**Run 1: routed clock nets over the placement**

Drawn at 3 px/µm.
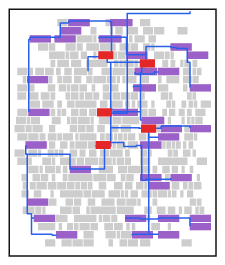
**Run 1: nets reached from selected ports**

Drawn at 6 px/µm.
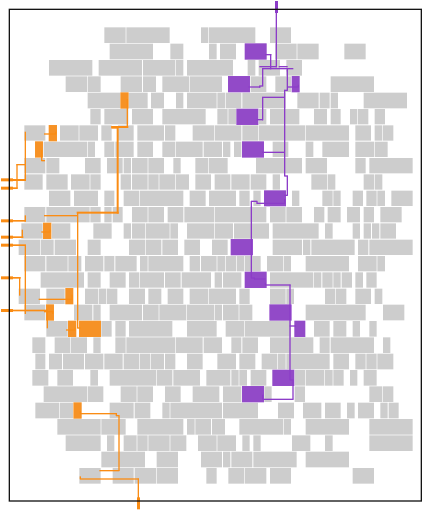
**Run 1: cell outlines without signal wires**

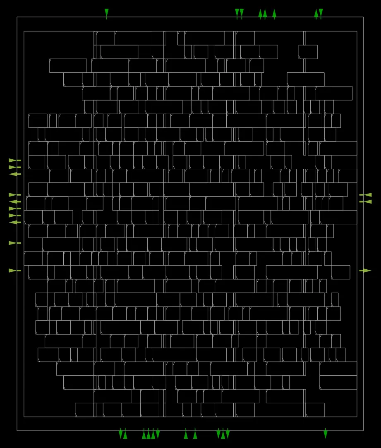
**Run 1: metal 2**

Drawn at 6 px/µm.
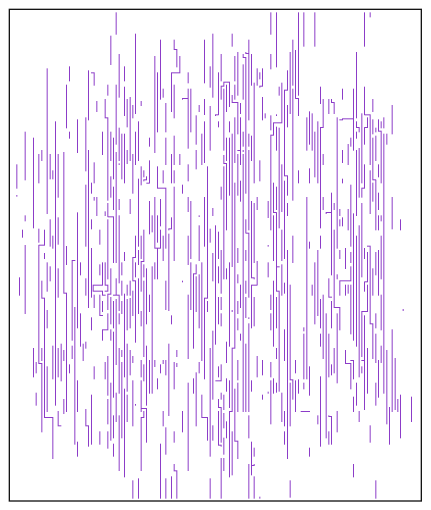
$ cat config.mk
export PLATFORM = sky130hd
export DESIGN_NAME = ch1_freq_sweep
export DESIGN_NICKNAME = d
export VERILOG_FILES = /design/src/rtl/apu_pkg.sv /design/src/rtl/ch_freq_counter.sv /design/src/rtl/ch1_freq_sweep.sv
export SDC_FILE = /design/constraint.sdc
export NUM_CORES = 1
export LEC_CHECK = 0
export CAP_MARGIN = 30
export CORE_ASPECT_RATIO = 1.2
export CORE_UTILIZATION = 50
export DETAILED_ROUTE_END_ITERATION = 8
export HOLD_SLACK_MARGIN = 0.03
export PLACE_DENSITY_LB_ADDON = 0.25
export SETUP_SLACK_MARGIN = 0.2
export SLEW_MARGIN = 10
export SYNTH_ARGS = -nofsm -noshare
export SYNTH_HDL_FRONTEND = slang
export SYNTH_SLANG_ARGS = --single-unit
export TNS_END_PERCENT = 100
$ cat constraint.sdc
create_clock -name ajer_2mhz -period 3.19 [get_ports ajer_2mhz]
set_clock_uncertainty 0.05 [all_clocks]
set_input_delay 0.638 -clock ajer_2mhz [delete_from_list [all_inputs] [get_ports ajer_2mhz]]
set_output_delay 0.638 -clock ajer_2mhz [all_outputs]
set_load 0.01 [all_outputs]
$ cat src/rtl/apu_pkg.sv
// Shared APU definitions: channel frequency width/type and CPU register addresses.
package apu_pkg;

  localparam int CH_FREQ_W = 11;

  typedef logic [CH_FREQ_W-1:0] ch_freq_t;

  localparam logic [15:0] FF13_ADDR = 16'hFF13;
  localparam logic [15:0] FF14_ADDR = 16'hFF14;

endpackage

$ cat src/rtl/ch_freq_counter.sv
// Channel period counter: reloads from the frequency value, counts up on enable,
// and emits a registered one-cycle wrap pulse when it rolls over from all-ones.
module ch_freq_counter
  import apu_pkg::*;
#(
  parameter int W = CH_FREQ_W
) (
  input  logic         clk,
  input  logic         srst,
  input  logic         reload,
  input  logic         enable,
  input  logic [W-1:0] reload_val,
  output logic         wrap
);

  logic [W-1:0] count_reg;
  logic         wrap_reg;

  always_ff @(posedge clk) begin
    if (srst) begin
      count_reg <= '0;
      wrap_reg  <= 1'b0;
    end else begin
      wrap_reg <= 1'b0;
      if (reload) begin
        count_reg <= reload_val;
      end else if (enable) begin
        // Reload on wrap so a new frequency only lands at a period boundary.
        if (&count_reg) begin
          count_reg <= reload_val;
          wrap_reg  <= 1'b1;
        end else begin
          count_reg <= count_reg + {{(W-1){1'b0}}, 1'b1};
        end
      end
    end
  end

  assign wrap = wrap_reg;

endmodule

$ cat src/rtl/ch1_freq_sweep.sv
// Channel-1 frequency datapath: frequency register, sweep shadow shifter,
// sweep adder with overflow flag, and the period counter driving copu.
module ch1_freq_sweep
  import apu_pkg::*;
#(
  parameter int FREQ_W = CH_FREQ_W
) (
  input  logic              ajer_2mhz,
  input  logic              apu_reset,
  input  logic [7:0]        d,
  input  logic              apu_wr,
  input  logic              ff13,
  input  logic              ff14,
  input  logic              sweep_negate,
  input  logic              ch1_restart,
  input  logic              ch1_ld_shift,
  input  logic              ch1_shift_clk,
  input  logic              ch1_freq_upd1,
  input  logic              ch1_freq_upd2,
  input  logic              freq_clk_en,
  output logic [FREQ_W-1:0] ch1_freq,
  output logic              atys,
  output logic              copu
);

  logic [FREQ_W-1:0] freq_reg;
  logic [FREQ_W-1:0] shift_reg;
  logic              atys_reg;
  logic [FREQ_W:0]   sum;
  logic              overflow;
  logic              cpu_wr_lo;
  logic              cpu_wr_hi;

  assign cpu_wr_lo = apu_wr && ff13;
  assign cpu_wr_hi = apu_wr && ff14;

  always_comb begin
    if (sweep_negate) begin
      sum = {1'b0, freq_reg} - {1'b0, shift_reg};
    end else begin
      sum = {1'b0, freq_reg} + {1'b0, shift_reg};
    end
  end

  // A borrow while subtracting just wraps; only a carry in add mode overflows.
  assign overflow = !sweep_negate && sum[FREQ_W];

  always_ff @(posedge ajer_2mhz) begin
    if (apu_reset) begin
      freq_reg  <= '0;
      shift_reg <= '0;
      atys_reg  <= 1'b1;
    end else begin
      if (cpu_wr_lo || cpu_wr_hi) begin
        if (cpu_wr_lo) freq_reg[7:0] <= d;
        if (cpu_wr_hi) freq_reg[FREQ_W-1:8] <= d[FREQ_W-9:0];
      end else if (ch1_freq_upd1 && !overflow) begin
        freq_reg <= sum[FREQ_W-1:0];
      end

      if (!ch1_restart) begin
        if (ch1_ld_shift) begin
          shift_reg <= freq_reg;
        end else if (ch1_shift_clk) begin
          shift_reg <= {1'b0, shift_reg[FREQ_W-1:1]};
        end
      end

      if (ch1_restart) begin
        atys_reg <= 1'b1;
      end else if ((ch1_freq_upd1 || ch1_freq_upd2) && overflow) begin
        atys_reg <= 1'b0;
      end
    end
  end

  ch_freq_counter #(
    .W(FREQ_W)
  ) u_period (
    .clk        (ajer_2mhz),
    .srst       (apu_reset),
    .reload     (ch1_restart),
    .enable     (freq_clk_en),
    .reload_val (freq_reg),
    .wrap       (copu)
  );

  assign ch1_freq = freq_reg;
  assign atys     = atys_reg;

endmodule
==> flow_results.xml, run 1 <==
<?xml version="1.0" encoding="UTF-8"?>
<metrics>
  <group name="outcome">
    <metric name="outcome" unit="">complete, no violations</metric>
  </group>
  <group name="drt">
    <metric name="route.met2.wl" unit="mm">3.43</metric>
    <metric name="firstDrtPassIters" unit="">4</metric>
    <metric name="dr_total_vias" unit="">2615</metric>
  </group>
  <group name="finish">
    <metric name="filler_cell_count" unit="">411</metric>
    <metric name="drive_gt1_frac" unit="">0.198</metric>
    <metric name="seq_area" unit="µm²">711</metric>
    <metric name="nNonClkInverters" unit="">10</metric>
    <metric name="non_clock_buffer_area_share" unit="">0.184</metric>
    <metric name="comb.multi_input.count" unit="">263</metric>
    <metric name="comb-cell-share" unit="">0.553</metric>
  </group>
  <group name="global_routing">
    <metric name="global_route.peak_usage_layer" unit="">met2</metric>
    <metric name="first_pass_grt_wire_length" unit="mm">11.2</metric>
    <metric name="initial_antenna_violation_count" unit="">0</metric>
    <metric name="grt-ovfl-total" unit="">0</metric>
    <metric name="use_met1" unit="">0.346</metric>
  </group>
  <group name="synthesis">
    <metric name="floorplan.nets" unit="">357</metric>
    <metric name="synthXorXnorAreaFrac" unit="">0.0529</metric>
    <metric name="synth.yosys.warnings" unit="">0</metric>
    <metric name="fa_ha_area_frac" unit="">0.0690</metric>
    <metric name="netlist_area" unit="µm²">2650</metric>
    <metric name="muxShareOfSynthArea" unit="">0.0997</metric>
  </group>
  <group name="timing">
    <metric name="final.setup.worst_slack" unit="ns">0.320</metric>
    <metric name="tightest_slew" unit="ns">0.939</metric>
    <metric name="report.final.hold_viol_count" unit="">0</metric>
    <metric name="max_slew_margin" unit="">0.372</metric>
  </group>
  <group name="cts">
    <metric name="post_cts_resize_count" unit="">5</metric>
    <metric name="hold_buffers" unit="">0</metric>
    <metric name="worst_skew_pair.late_latency" unit="ns">0.29</metric>
    <metric name="cts_max_path_buffers" unit="">2</metric>
  </group>
  <group name="placed_design">
    <metric name="dp_worst_setup_slack" unit="ns">-0.305</metric>
    <metric name="placed_instance_area" unit="µm²">3260</metric>
    <metric name="gp_congestion" unit="">0.959</metric>
  </group>
  <group name="floorplanning">
    <metric name="die_height" unit="µm">81.7</metric>
  </group>
  <group name="hold_path">
    <metric name="min_delay_path_depth" unit="">2</metric>
  </group>
  <group name="power_and_ir_drop">
    <metric name="power-per-cell-area" unit="nW/µm²">587</metric>
    <metric name="seq-power" unit="µW">590</metric>
    <metric name="share_seq_of_total_power" unit="">0.290</metric>
    <metric name="cellLeakagePower" unit="nW">1.38</metric>
  </group>
  <group name="worst_setup_path">
    <metric name="worstPathBufferInverterCount" unit="">1</metric>
    <metric name="r2r-start" unit="">shift_reg[4]</metric>
    <metric name="critPathTopFamily" unit="">simple AND/OR/NAND/NOR gates</metric>
    <metric name="worstPathRequired" unit="ns">3.31</metric>
  </group>
  <group name="run">
    <metric name="warning_count" unit="">27</metric>
    <metric name="cap_violations" unit="">0</metric>
  </group>
</metrics>
Notes on 'routed clock nets over the placement' above:
[blue] clock wires | length: 517 µm
[red] clock drivers | count: 5
[purple] flip-flops | count: 35
flops lie: spread over the die

Notes on 'nets reached from selected ports' above:
[purple] ch1_ld_shift | bits: 1 | direction: input | end cells: 12 | buffers: 2 | wire: 116 µm
[orange] d | bits: 8 | direction: input | end cells: 9 | buffers: 8 | wire: 151 µm
number of buffers added on ports: 32
count of boundary I/O pins: 33

Notes on 'cell outlines without signal wires' above:
flop share of the area: 0.205
final std cells w/o fill: 448
number of tap instances: 60
utilization of the core after routing: 0.691
placeable core area: 5010 µm²

Notes on 'metal 2' above:
share of all routed wire: 49%
main direction: vertical
wire length on this layer: 3,430 µm
nets with wire on the layer: 356
longest straight run: 47.3 µm

==> run 1 -> run 2 <==
GPL_TIMING_DRIVEN = 0   (was default)
**Run 2: metal 2**

Drawn at 6 px/µm.
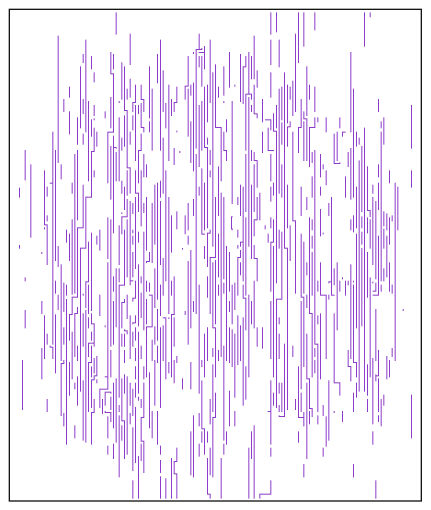
longest straight run: 43.9 µm
share of all routed wire: 52%
wire length on this layer: 3,700 µm
met2 Resource Use GR: 0.486
vias after detailed routing: 2,631
sum of routed wire length over all layers: 7.14 mm

**Run 2: routed clock nets over the placement**

Drawn at 3 px/µm.
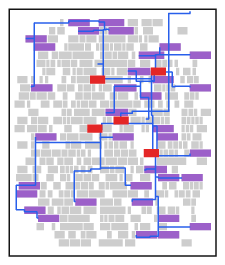
[red] clock drivers | count: 5
[purple] flip-flops | count: 35
[blue] clock wires | length: 525 µm
flops lie: spread over the die
Clock Latency Late Sink: 0.29 ns
proportion of power drawn by the clock network: 0.209
Clk. pwr: 426 µW

**Run 2: cells colored by class**

Drawn at 3 px/µm.
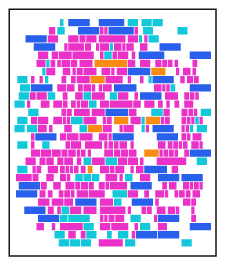
[cyan] remaining buffers and delay cells | cells: 64 | share of their area: 16%
[blue] sequential cells | cells: 35 | share of their area: 22%
[magenta] combinational and other logic | cells: 273 | share of their area: 59%
[orange] clock drivers and dummy loads | cells: 8 | share of their area: 3.5%
utilization of the core after routing: 0.677
flop share of the area: 0.212
# rows: 28
Post-Layout Inst Area: 3390 µm²

==> flow_results.xml, run 2 <==
<?xml version="1.0" encoding="UTF-8"?>
<metrics>
  <group name="outcome">
    <metric name="outcome" unit="">complete, no violations</metric>
  </group>
  <group name="synthesis">
    <metric name="netlist_area" unit="µm²">2650</metric>
    <metric name="synthXorXnorAreaFrac" unit="">0.0529</metric>
    <metric name="floorplan.nets" unit="">357</metric>
    <metric name="muxShareOfSynthArea" unit="">0.0997</metric>
  </group>
  <group name="drt">
    <metric name="route.met2.wl" unit="mm">3.70</metric>
    <metric name="firstDrtPassIters" unit="">4</metric>
  </group>
  <group name="cts">
    <metric name="hold_buffers" unit="">0</metric>
    <metric name="post_cts_resize_count" unit="">21</metric>
  </group>
  <group name="placed_design">
    <metric name="dp_worst_setup_slack" unit="ns">-0.638</metric>
    <metric name="placed_instance_area" unit="µm²">3060</metric>
  </group>
  <group name="power_and_ir_drop">
    <metric name="cellLeakagePower" unit="nW">1.30</metric>
    <metric name="share_seq_of_total_power" unit="">0.289</metric>
  </group>
  <group name="floorplanning">
    <metric name="die_height" unit="µm">81.7</metric>
    <metric name="placeable_core_area" unit="µm²">5010</metric>
    <metric name="boundaryPins" unit="">33</metric>
  </group>
  <group name="timing">
    <metric name="final.setup.worst_slack" unit="ns">0.131</metric>
    <metric name="tightest_slew" unit="ns">0.697</metric>
    <metric name="max_slew_margin" unit="">0.535</metric>
    <metric name="report.final.hold_viol_count" unit="">0</metric>
  </group>
  <group name="finish">
    <metric name="finalNonFillerCells" unit="">440</metric>
    <metric name="seq_area" unit="µm²">717</metric>
    <metric name="comb-cell-share" unit="">0.561</metric>
    <metric name="comb.multi_input.count" unit="">263</metric>
  </group>
  <group name="worst_setup_path">
    <metric name="worstPathBufferInverterCount" unit="">1</metric>
    <metric name="r2r-start" unit="">shift_reg[2]</metric>
    <metric name="worstPathRequired" unit="ns">3.31</metric>
  </group>
  <group name="run">
    <metric name="warning_count" unit="">28</metric>
    <metric name="cap_violations" unit="">0</metric>
  </group>
  <group name="global_routing">
    <metric name="initial_antenna_violation_count" unit="">0</metric>
    <metric name="use_met1" unit="">0.320</metric>
    <metric name="grt-ovfl-total" unit="">0</metric>
    <metric name="global_route.peak_usage_layer" unit="">met2</metric>
  </group>
  <group name="hold_path">
    <metric name="min_delay_path_depth" unit="">2</metric>
  </group>
</metrics>
Power is estimated from default activity; no workload was simulated.
